[config.mk]
export PLATFORM = sky130hd
export DESIGN_NAME = result_packer
export DESIGN_NICKNAME = d
export VERILOG_FILES = /design/src/rtl/result_packer.sv
export SDC_FILE = /design/constraint.sdc
export NUM_CORES = 1
export LEC_CHECK = 0
export CAP_MARGIN = 5
export CELL_PAD_IN_SITES_DETAIL_PLACEMENT = 2
export CELL_PAD_IN_SITES_GLOBAL_PLACEMENT = 2
export CORE_MARGIN = 8
export CORE_UTILIZATION = 43
export DETAILED_ROUTE_END_ITERATION = 6
export DONT_BUFFER_PORTS = 1
export PLACE_DENSITY = 0.89
export SYNTH_ARGS = -nofsm -noshare
export SYNTH_HDL_FRONTEND = slang
export SYNTH_SLANG_ARGS = --single-unit
export TNS_END_PERCENT = 30
[constraint.sdc]
create_clock -name fpga_clk_i -period 3.5 [get_ports fpga_clk_i]
set_clock_uncertainty 0.2 [all_clocks]
set_input_delay 0.525 -clock fpga_clk_i [delete_from_list [all_inputs] [get_ports fpga_clk_i]]
set_output_delay 0.525 -clock fpga_clk_i [all_outputs]
set_load 0.01 [all_outputs]
[src/rtl/result_packer.sv]
// Result FIFO write-side packer: stamps ADC/AUX events, emits 64-bit data and epoch records.
// Optional RESULT_PACKER_DROP_REC_EN adds a tag-E drop-count record.
`timescale 1ns/1ps
module result_packer #(
  parameter int TS_W   = 48,
  parameter int LO_W   = 28,
  parameter int DROP_W = 16
) (
  input  logic              fpga_clk_i,
  input  logic              reset_n_i,
  input  logic [TS_W-1:0]   clock_i,
  input  logic              adc_valid_i,
  input  logic [31:0]       adc_data_i,
  input  logic              aux_valid_i,
  input  logic [15:0]       aux_data_i,
  input  logic              fifo_full_i,
  output logic              fifo_wr_o,
  output logic [63:0]       fifo_data_o,
  output logic              idle_o,
  output logic [DROP_W-1:0] drop_count_o,
  output logic [1:0]        dbg_state_o
);
  // Write side: fifo_wr_o pulses one cycle per record and is only raised when
  // fifo_full_i was low at the edge that registers it; fifo_data_o is stable while high.
  localparam int EP_W = TS_W - LO_W;

  typedef enum logic [1:0] {S_IDLE = 2'd0, S_EPOCH = 2'd1, S_DATA = 2'd2} state_t;

  state_t            state_q, state_d;
  logic              adc_full_q, adc_full_d, aux_full_q, aux_full_d;
  logic [31:0]       adc_data_q, adc_data_d;
  logic [15:0]       aux_data_q, aux_data_d;
  logic [TS_W-1:0]   adc_ts_q, adc_ts_d, aux_ts_q, aux_ts_d;
  logic              sel_adc_q, sel_adc_d;
  logic [EP_W-1:0]   last_epoch_q, last_epoch_d;
  logic              epoch_valid_q, epoch_valid_d;
  logic              wr_q, wr_d;
  logic [63:0]       data_q, data_d;
  logic [DROP_W-1:0] drop_q, drop_d;
  logic              pop_adc, pop_aux, adc_drop, aux_drop;
  logic              any_full;
  logic [TS_W-1:0]   cand_ts, sel_ts;
  logic [EP_W-1:0]   cand_epoch, sel_epoch;
  logic [DROP_W:0]   drop_sum;
`ifdef RESULT_PACKER_DROP_REC_EN
  logic              drops_pending_q, drops_pending_d, drop_rec_clr;
`endif

  assign any_full   = adc_full_q | aux_full_q;
  assign cand_ts    = adc_full_q ? adc_ts_q : aux_ts_q;
  assign cand_epoch = cand_ts[TS_W-1:LO_W];
  assign sel_ts     = sel_adc_q ? adc_ts_q : aux_ts_q;
  assign sel_epoch  = sel_ts[TS_W-1:LO_W];

  always_ff @(posedge fpga_clk_i or negedge reset_n_i) begin
    if (!reset_n_i) state_q <= S_IDLE;
    else            state_q <= state_d;
  end

  always_comb begin
    state_d = state_q;
    case (state_q)
      S_IDLE:  if (any_full)
                 state_d = (!epoch_valid_q || cand_epoch != last_epoch_q) ? S_EPOCH : S_DATA;
      S_EPOCH: if (!fifo_full_i) state_d = S_DATA;
      S_DATA:  if (!fifo_full_i) state_d = S_IDLE;
      default: state_d = S_IDLE;
    endcase
  end

  always_comb begin
    wr_d          = 1'b0;
    data_d        = data_q;
    sel_adc_d     = sel_adc_q;
    last_epoch_d  = last_epoch_q;
    epoch_valid_d = epoch_valid_q;
    pop_adc       = 1'b0;
    pop_aux       = 1'b0;
`ifdef RESULT_PACKER_DROP_REC_EN
    drop_rec_clr  = 1'b0;
`endif
    case (state_q)
      S_IDLE: begin
        if (any_full) begin
          sel_adc_d = adc_full_q;
`ifdef RESULT_PACKER_DROP_REC_EN
        end else if (drops_pending_q && !fifo_full_i) begin
          wr_d         = 1'b1;
          data_d       = {4'hE, {(60-DROP_W){1'b0}}, drop_q};
          drop_rec_clr = 1'b1;
`endif
        end
      end
      S_EPOCH: if (!fifo_full_i) begin
        wr_d          = 1'b1;
        data_d        = {4'hF, 12'h000, {(48-EP_W){1'b0}}, sel_epoch};
        last_epoch_d  = sel_epoch;
        epoch_valid_d = 1'b1;
      end
      S_DATA: if (!fifo_full_i) begin
        wr_d    = 1'b1;
        data_d  = sel_adc_q ? {4'h1, sel_ts[LO_W-1:0], adc_data_q}
                            : {4'h2, sel_ts[LO_W-1:0], 16'h0000, aux_data_q};
        pop_adc = sel_adc_q;
        pop_aux = !sel_adc_q;
      end
      default: ;
    endcase
  end

  // A strobe arriving while its register is popped refills it rather than dropping.
  always_comb begin
    adc_full_d = adc_full_q & ~pop_adc;
    adc_data_d = adc_data_q;
    adc_ts_d   = adc_ts_q;
    adc_drop   = 1'b0;
    aux_full_d = aux_full_q & ~pop_aux;
    aux_data_d = aux_data_q;
    aux_ts_d   = aux_ts_q;
    aux_drop   = 1'b0;
    if (adc_valid_i) begin
      if (!adc_full_q || pop_adc) begin
        adc_full_d = 1'b1;
        adc_data_d = adc_data_i;
        adc_ts_d   = clock_i;
      end else begin
        adc_drop = 1'b1;
      end
    end
    if (aux_valid_i) begin
      if (!aux_full_q || pop_aux) begin
        aux_full_d = 1'b1;
        aux_data_d = aux_data_i;
        aux_ts_d   = clock_i;
      end else begin
        aux_drop = 1'b1;
      end
    end
    drop_sum = {1'b0, drop_q} + (DROP_W+1)'(adc_drop) + (DROP_W+1)'(aux_drop);
    drop_d   = drop_sum[DROP_W] ? {DROP_W{1'b1}} : drop_sum[DROP_W-1:0];
  end

`ifdef RESULT_PACKER_DROP_REC_EN
  assign drops_pending_d = (drops_pending_q & ~drop_rec_clr) | adc_drop | aux_drop;

  always_ff @(posedge fpga_clk_i or negedge reset_n_i) begin
    if (!reset_n_i) drops_pending_q <= 1'b0;
    else            drops_pending_q <= drops_pending_d;
  end
`endif

  always_ff @(posedge fpga_clk_i or negedge reset_n_i) begin
    if (!reset_n_i) begin
      adc_full_q    <= 1'b0;
      adc_data_q    <= '0;
      adc_ts_q      <= '0;
      aux_full_q    <= 1'b0;
      aux_data_q    <= '0;
      aux_ts_q      <= '0;
      sel_adc_q     <= 1'b0;
      last_epoch_q  <= '0;
      epoch_valid_q <= 1'b0;
      wr_q          <= 1'b0;
      data_q        <= '0;
      drop_q        <= '0;
    end else begin
      adc_full_q    <= adc_full_d;
      adc_data_q    <= adc_data_d;
      adc_ts_q      <= adc_ts_d;
      aux_full_q    <= aux_full_d;
      aux_data_q    <= aux_data_d;
      aux_ts_q      <= aux_ts_d;
      sel_adc_q     <= sel_adc_d;
      last_epoch_q  <= last_epoch_d;
      epoch_valid_q <= epoch_valid_d;
      wr_q          <= wr_d;
      data_q        <= data_d;
      drop_q        <= drop_d;
    end
  end

  assign fifo_wr_o    = wr_q;
  assign fifo_data_o  = data_q;
  assign drop_count_o = drop_q;
  assign idle_o       = (state_q == S_IDLE) && !any_full;
  assign dbg_state_o  = state_q;
endmodule

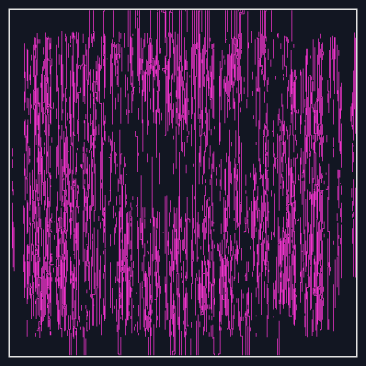
Fig. 1. Met2 routing (run 1).
Scale: 2 px per um.
The layer holds 53% of the routed length. 970 nets have wire on it. The layer carries 19000 um of wire. The wires run mostly vertical.
via count: 7009
met2 usage: 44.1%
total routed wirelength: 35.9 mm

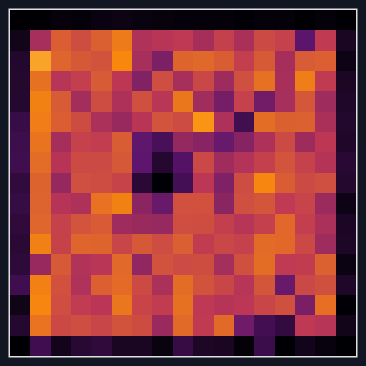
Fig. 2. Placement density heat map (run 1).
Scale: 2 px per um. The die is cut into 17 by 17 equal tiles; black is low, pale yellow is high, 0 to 100% covered.
6.6% of the tiles are nearly empty. The fullest tile reaches 80%. The mean over all tiles is 42%. 0.70% of the tiles are over 75% full.
post-layout util: 53.4%
FP Core Util: 43.7%
core area: 0.0242 mm2

==> Slide: Implementation Results, run 1 <==
Flow Results at a Glance

Outcome
  • Status: finished, violations left
  • Failing checks: hold timing

Final timing
  • Hold slack: -0.520 ns
  • Fin. Hold Viols: around 250
  • Fmax: around 0.30 GHz

GRT
  • Met1 capacity usage during global routing: between 20% and 30%
  • Tot GR Track Use: a little under a quarter
  • First-pass GRT wire length: 55.4 mm

Min path
  • Hold Crit Class: in -> async

Critical path
  • Worst path most repeated cell: nor2_1
  • Worst-path cell chain: inv_1 > ha_1 > nor2b_1 > nor2b_4 > nand2b_1 > nor2_1 > fa_1 > and3_1 > nand3_1 > or3_1 > nor2_1 > mux2_2
  • R2R Setup Slk: ~0.13 ns

Final layout
  • Clock-cell share: a little under 8%
  • Layout cells sized above 1: between 20% and 30%
  • Fillers: ~2200
  • NonClk Buf Share: between 8 and 9%
  • Seq cells: about 250

Synthesis
  • XOR Share, Synth: roughly 2.3%
  • Floorplan Nets: a little over 900
  • Main area contributors: dfrtp_1, mux2_2, mux2i_1
  • Dominant cell type by area after synthesis: dfrtp_1
  • Synth Area in Adders: 0.662%

Die
  • Die height: roughly 170 um
  • Die Area: approximately 0.030 mm2

Placed design
  • Global placement routability congestion: 0.754

Drt
  • WL met2: 19.0 mm
  • DRC errors left: 0

Job
  • Count of tool warnings: 32
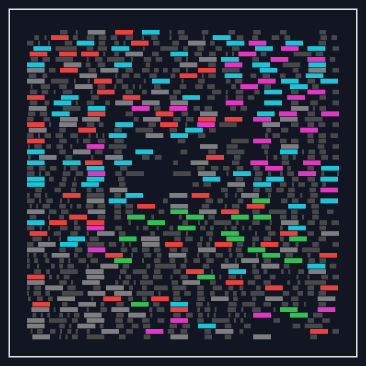
Fig. 3. Sequential cells grouped by signal name (run 1).
Scale: 2 px per um. Other sequential cells in the stronger gray, the rest of the logic in the fainter gray.
fifo_data_o: shown in cyan, flops 63. adc_data_q: shown in magenta, flops 32, where all over the die. last_epoch_q: shown in green, flops 20. aux_ts_q: shown in red, flops 48, where all over the die.
Another 87 sequential cells are not colored.
fraction of area in registers: 48.3%
sequential cell area: 0.00626 mm2

==> run 1: power by group <==
group / leakage [uW] / internal [uW] / switching, uW
Sequential: 0.00308 / 4230 / 1340
Combinational: 0.00234 / 1860 / 1900
Clock: 0.000498 / 1980 / 1250
==> run 1: logic make-up (layout without fill, tap and decap cells) <==
family / count (synthesis) / in the layout
fa+ha+maj: 5 / 5
compound gates: 90 / 90
other cells: 0 / 1
mux: 231 / 231
xor+xnor: 28 / 28
flops: 250 / 250
simple gates: 146 / 146
buf+inv: 55 / 171
==> run 1: per-stage QoR <==
stage	total power, uW	setup WS (ns)	hold slack (ns)	area (um2)	utilization (%)
5_1_grt	13200	0.0207	-0.543	13000	53.4
6_report	12600	0.135	-0.520	13000	53.4
4_1_cts	12400	0.287	-0.546	12900	53.4
2_1_floorplan	7750	0.365	0.0294	10600	-
3_3_place_gp	8620	0.253	0.0412	10900	45.0
3_5_place_dp	9000	0.0537	0.0391	10900	45.0
==> run 1: repair_timing <==
item | CTS | global route
endpoints found under the setup margin | 2 | 13
hold endpoints to repair | 397 | 250
resized | 0 | 1
pin swaps | 1 | 0
buffers inserted | 2 | 0
==> run 1: worst max-delay path by stage <==
stage,end,depth (start not counted),from
floorplan,drop_count_o[11]$_DFF_PN0_,14,dbg_state_o[0]$_DFFE_PN0P_
global placement,drop_count_o[11]$_DFF_PN0_,12,dbg_state_o[0]$_DFFE_PN0P_
detailed placement,drop_count_o[11]$_DFF_PN0_,12,dbg_state_o[0]$_DFFE_PN0P_
CTS,drop_count_o[15]$_DFF_PN0_,12,dbg_state_o[0]$_DFFE_PN0P_
global route,drop_count_o[15]$_DFF_PN0_,12,dbg_state_o[0]$_DFFE_PN0P_
finish,drop_count_o[15]$_DFF_PN0_,12,dbg_state_o[0]$_DFFE_PN0P_
Fig. 4: run 1, clock routing
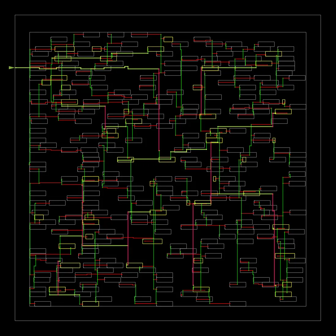

## Run 2: what changed since run 1
--- a/config.mk
+++ b/config.mk
@@ -12,6 +12,7 @@
 export CORE_UTILIZATION = 43
 export DETAILED_ROUTE_END_ITERATION = 6
 export DONT_BUFFER_PORTS = 1
+export GPL_TIMING_DRIVEN = 0
 export PLACE_DENSITY = 0.89
 export SYNTH_ARGS = -nofsm -noshare
 export SYNTH_HDL_FRONTEND = slang
==> constraint.sdc (replaced) <==
create_clock -name fpga_clk_i -period 3.5 [get_ports fpga_clk_i]
set_clock_uncertainty 0.2 [all_clocks]
set_input_delay 0.7 -clock fpga_clk_i [delete_from_list [all_inputs] [get_ports fpga_clk_i]]
set_output_delay 0.7 -clock fpga_clk_i [all_outputs]
set_load 0.01 [all_outputs]
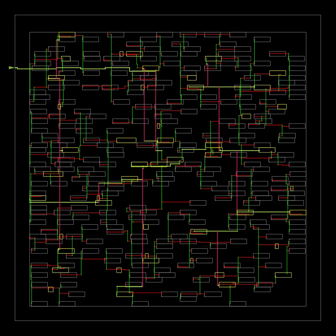
Fig. 5. Clock routing (run 2).
clk sinks: 250
number of clock buffers in the layout: 38
CTS buffer count: 28
power in the clock group: 2910 uW

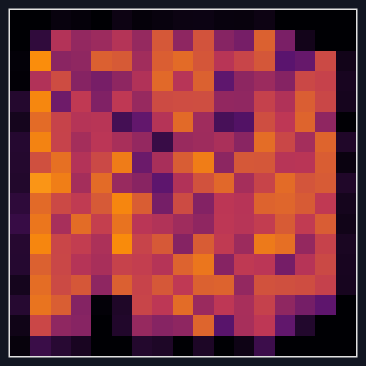
Fig. 6. Placement density heat map (run 2).
Scale: 2 px per um. The die is cut into 17 by 17 equal tiles; black is low, pale yellow is high, 0 to 100% covered.
0.70% of the tiles are over 75% full. 10% of the tiles are nearly empty. The mean over all tiles is 39%. The fullest tile reaches 77%.
post-layout util: 49.5%

==> run 2 against run 1 <==
The flow still finishes with violations (hold timing). Final area fell by 7.4%. Area after synthesis unchanged. Flip-flop count unchanged. Die size unchanged. Setup slack improved by 0.081 ns. Non-clock buffer count shrank 61. Register-to-register slack improved by 0.08 ns. Sequential share of layout area is 3.8 points higher. Utilization decreased by 3.9 points. Largest cell class unchanged.
==> Slide: Implementation Results, run 2 <==
Flow Results at a Glance

Drt
  • Total routed wirelength: 32.2 mm (was 35.9 mm)

Critical path
  • Critical path origin: dbg_state_o[0]$_DFFE_PN0P_ (unchanged)
  • Crit path to: drop_count_o[15]$_DFF_PN0_ (unchanged)

GRT
  • First-pass GRT wire length: 49.6 mm (was 55.4 mm)
  • Met2 usage: 37.4% (was 44.1%)

Placed design
  • Global placement routability congestion: 0.765 (was 0.754)
  • Placed cell area: 0.0110 mm2 (was 0.0109 mm2)

Job
  • Count of tool warnings: 32 (unchanged)

Die
  • Die Area: 0.0299 mm2 (unchanged)
  • Core area: 0.0242 mm2 (unchanged)
  • Die height: 173 um (unchanged)

Synthesis
  • Dominant cell type by area after synthesis: dfrtp_1 (unchanged)
  • Main area contributors: dfrtp_1, mux2_2, mux2i_1 (unchanged)
  • Floorplan Nets: 911 (unchanged)

Outcome
  • Failing checks: hold timing (unchanged)
  • Status: finished, violations left (unchanged)

Power and ir drop
  • Tot Pwr: 12000 uW (was 12600 uW)

Final layout
  • Layout cells sized above 1: 27.7% (was 25.2%)
  • Post-route cell area: 0.0120 mm2 (was 0.0130 mm2)

Final timing
  • Hold slack: -0.326 ns (was -0.520 ns)
  • Fmax: 0.304 GHz (was 0.297 GHz)
  • Fin. Hold Viols: 250 (unchanged)

Min path
  • Hold Crit Class: in -> async (unchanged)
[run 2: cell counts after synthesis]
Identical to the previous run, type by type.
[run 2: metrics by stage]
step                std cells  setup WS (ns)
floorplan                 805          0.365
global placement         1129         -0.729
detailed placement       1129         -0.898
CTS                      1180        0.00824
global route             1185         0.0371
finish                   1185          0.215
[run 2: layout make-up]
type	count	area [um2]
clock inverter	11	124
fill	2329	12200
antenna	3	7.51
tap	324	405
timing repair buffer	4	30.0
multi-input combinational	500	4100
buffer	49	260
clock buffer	38	788
inverter	6	22.5
sequential	250	6260
[run 2: report_power, final]
part	switching (uW)	internal, uW	total (uW)	leakage, uW
sequential	1240	4230	5480	0.00308
combinational	1800	1810	3610	0.00202
clock	1190	1720	2910	0.000442
[run 2: per-layer routing]
layer  vias up  part of all wire [%]
li1       2903                     -
met1      3523                    37
met2       193                    51
met3        56                   9.4
met4        14                   2.6
met5         -                  0.25
[run 2: kinds of logic (layout without fill, tap and decap cells)]
kind of cell    after synthesis  after routing  synth area share (%)
flops                       250            250                  59.1
mux                         231            231                  23.7
simple gates                146            146                  5.95
compound gates               90             90                  5.71
buf+inv                      55            108                  2.58
xor+xnor                     28             28                  2.32
fa+ha+maj                     5              5                 0.662
other cells                   0              3                     0
[run 2: timing repair]
action                                  CTS  global route
resized                                  10             4
endpoints found under the setup margin   76            12
pin swaps                                 1             0
setup buffers                             2             2
endpoints found under the hold margin   250           250
[run 2: critical path, cell delays in order (launching register included)]
cell,delay (ns)
dfrtp_2,0.45
inv_1,0.10
ha_1,0.16
buf_6,0.17
nor2b_4,0.21
nor2b_4,0.20
nand2b_4,0.16
nor2_2,0.04
fa_1,0.43
ha_1,0.26
nand4_1,0.18
nor3_4,0.07
buf_4,0.14
nand2b_1,0.13
mux2_2,0.27
Fig. 7: run 2, sequential cells grouped by signal name
Scale: 2 px per um. Other sequential cells in the stronger gray, the rest of the logic in the fainter gray.
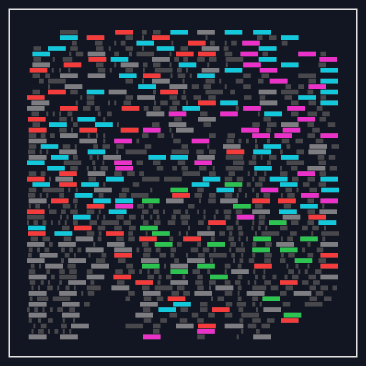

## Run 3: what changed since run 2
--- a/config.mk
+++ b/config.mk
@@ -5,11 +5,12 @@
 export SDC_FILE = /design/constraint.sdc
 export NUM_CORES = 1
 export LEC_CHECK = 0
+export ABC_AREA = 1
 export CAP_MARGIN = 5
 export CELL_PAD_IN_SITES_DETAIL_PLACEMENT = 2
 export CELL_PAD_IN_SITES_GLOBAL_PLACEMENT = 2
 export CORE_MARGIN = 8
-export CORE_UTILIZATION = 43
+export CORE_UTILIZATION = 39
 export DETAILED_ROUTE_END_ITERATION = 6
 export DONT_BUFFER_PORTS = 1
 export GPL_TIMING_DRIVEN = 0
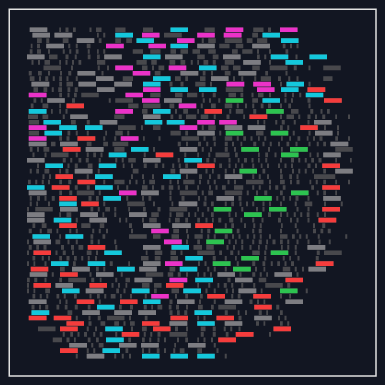
Fig. 8. Sequential cells grouped by signal name (run 3).
Scale: 2 px per um. Other sequential cells in the stronger gray, the rest of the logic in the fainter gray.
last_epoch_q: shown in green, flops 20. aux_ts_q: shown in red, flops 48. fifo_data_o: shown in cyan, flops 63, where all over the die. adc_data_q: shown in magenta, flops 32.
Another 87 sequential cells are not colored.
fraction of area in registers: 51.1%
post-layout util: 44.5%

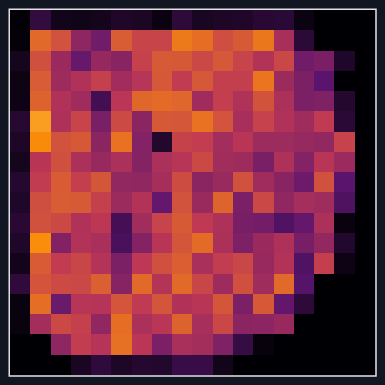
Fig. 9. Placement density heat map (run 3).
Scale: 2 px per um. The die is cut into 18 by 18 equal tiles; black is low, pale yellow is high, 0 to 100% covered.
The mean over all tiles is 35%. 15% of the tiles are nearly empty. The fullest tile reaches 79%. 0.60% of the tiles are over 75% full.
FP Core Util: 39.3%
core area: 0.0276 mm2

==> run 3 against run 2 <==
The run still ends with hold timing left. Area after synthesis up 2.2%. Critical path depth is 1 higher. Register-to-register slack improved by 0.09 ns. Clock power grew 1%. Sequential share of layout area shrank 1.1 points. Combinational power down 2%. Via count increased by 29%. Routed wire length is 21% higher. Maximum frequency increased by 2.7%. Non-clock buffer count up 11. Critical path type unchanged.
==> Slide: Implementation Results, run 3 <==
Flow Results at a Glance

Outcome
  • Status: finished, violations left (unchanged)
  • Failing checks: hold timing (unchanged)

Power and ir drop
  • Net Sw Frac: 39.4% (was 35.3%)

GRT
  • Tot GR Track Use: 23.4% (was 21.2%)
  • Met2 usage: 42.4% (was 37.4%)

Placed design
  • Placed instance count: 1513 (was 1129)

Clock tree
  • PostCTS Resize Cnt: 2 (was 10)
  • CTS buffer count: 29 (was 28)
  • Clk sinks: 250 (unchanged)

Drt
  • Metal3 WL: 2.72 mm (was 3.02 mm)
  • Top layer in use: met5 (unchanged)
  • WL met2: 20.2 mm (was 16.5 mm)

Die
  • Die Area: 0.0333 mm2 (was 0.0299 mm2)
  • Die height: 183 um (was 173 um)

Synthesis
  • Synth Area in Adders: 0.647% (was 0.662%)
  • Dominant cell type by area after synthesis: dfrtp_1 (unchanged)
  • Mux frac, synth: 6.97% (was 23.7%)

Critical path
  • WP buf/inv: 4 (was 3)

Min path
  • Hold Crit Class: in -> async (unchanged)

Final timing
  • Fin. Hold Viols: 250 (unchanged)
  • Fmax: 0.313 GHz (was 0.304 GHz)
  • Hold slack: -0.351 ns (was -0.326 ns)
-- run 3: how the worst max path moves through the flow --
stage / from / to
final: dbg_state_o[1]$_DFFE_PN0P_ / drop_count_o[15]$_DFF_PN0_
after global placement: dbg_state_o[0]$_DFFE_PN0P_ / drop_count_o[9]$_DFF_PN0_
after detailed placement: dbg_state_o[0]$_DFFE_PN0P_ / drop_count_o[9]$_DFF_PN0_
after CTS: dbg_state_o[0]$_DFFE_PN0P_ / drop_count_o[4]$_DFF_PN0_
after floorplan: dbg_state_o[0]$_DFFE_PN0P_ / drop_count_o[9]$_DFF_PN0_
after global routing: dbg_state_o[1]$_DFFE_PN0P_ / drop_count_o[13]$_DFF_PN0_
-- run 3: cell type report --
cell class / instances / area (um2) / share of cell area [%]
multi-input combinational: 719 / 3940 / 32.2
tap: 378 / 473 / 3.86
sequential: 250 / 6260 / 51.1
antenna: 3 / 7.51 / 0.0613
clock buffer: 44 / 832 / 6.79
buffer: 62 / 265 / 2.16
inverter: 104 / 390 / 3.19
timing repair buffer: 2 / 15.0 / 0.123
clock inverter: 6 / 70.1 / 0.572
-- run 3: power groups by stage --
stage | registers [uW] | logic (uW) | clock network, uW
after floorplan | 5030 | 2450 | 0
after global placement | 5400 | 3140 | 0
after detailed placement | 5500 | 3430 | 0
after CTS | 5510 | 3560 | 2990
after global routing | 5660 | 3950 | 3100
final | 5510 | 3540 | 2950
-- run 3: stage by stage --
step | power [uW] | area (um2) | worst slack (ns)
5_1_grt | 12700 | 12300 | 0.00464
2_1_floorplan | 7480 | 10800 | 0.542
4_1_cts | 12100 | 12200 | 0.0385
3_5_place_dp | 8940 | 11300 | -0.282
6_report | 12000 | 12300 | 0.301
3_3_place_gp | 8540 | 11300 | -0.184

## Gallery

Supply network.
Scale: 2 px per um. Pins as bars on the die edge.
image #1
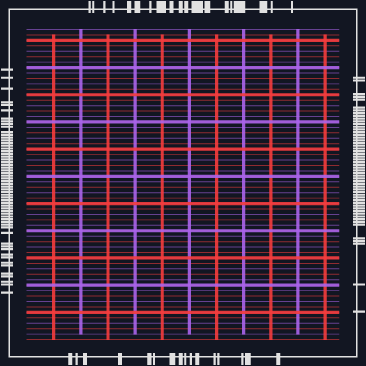
image #2
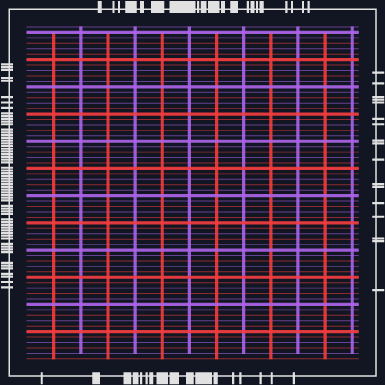
Image #1 comes from run 1.
Image #2 comes from run 3.

Key to image #2:
VSS: shown in red. VDD: shown in purple.
12 straps on met5. 12 straps on met4. 62 met1 rails follow the rows. The core has 61 rows. 185 signal pins sit on the boundary.

Power figures rest on the tool's default switching activity, not on a simulated workload.
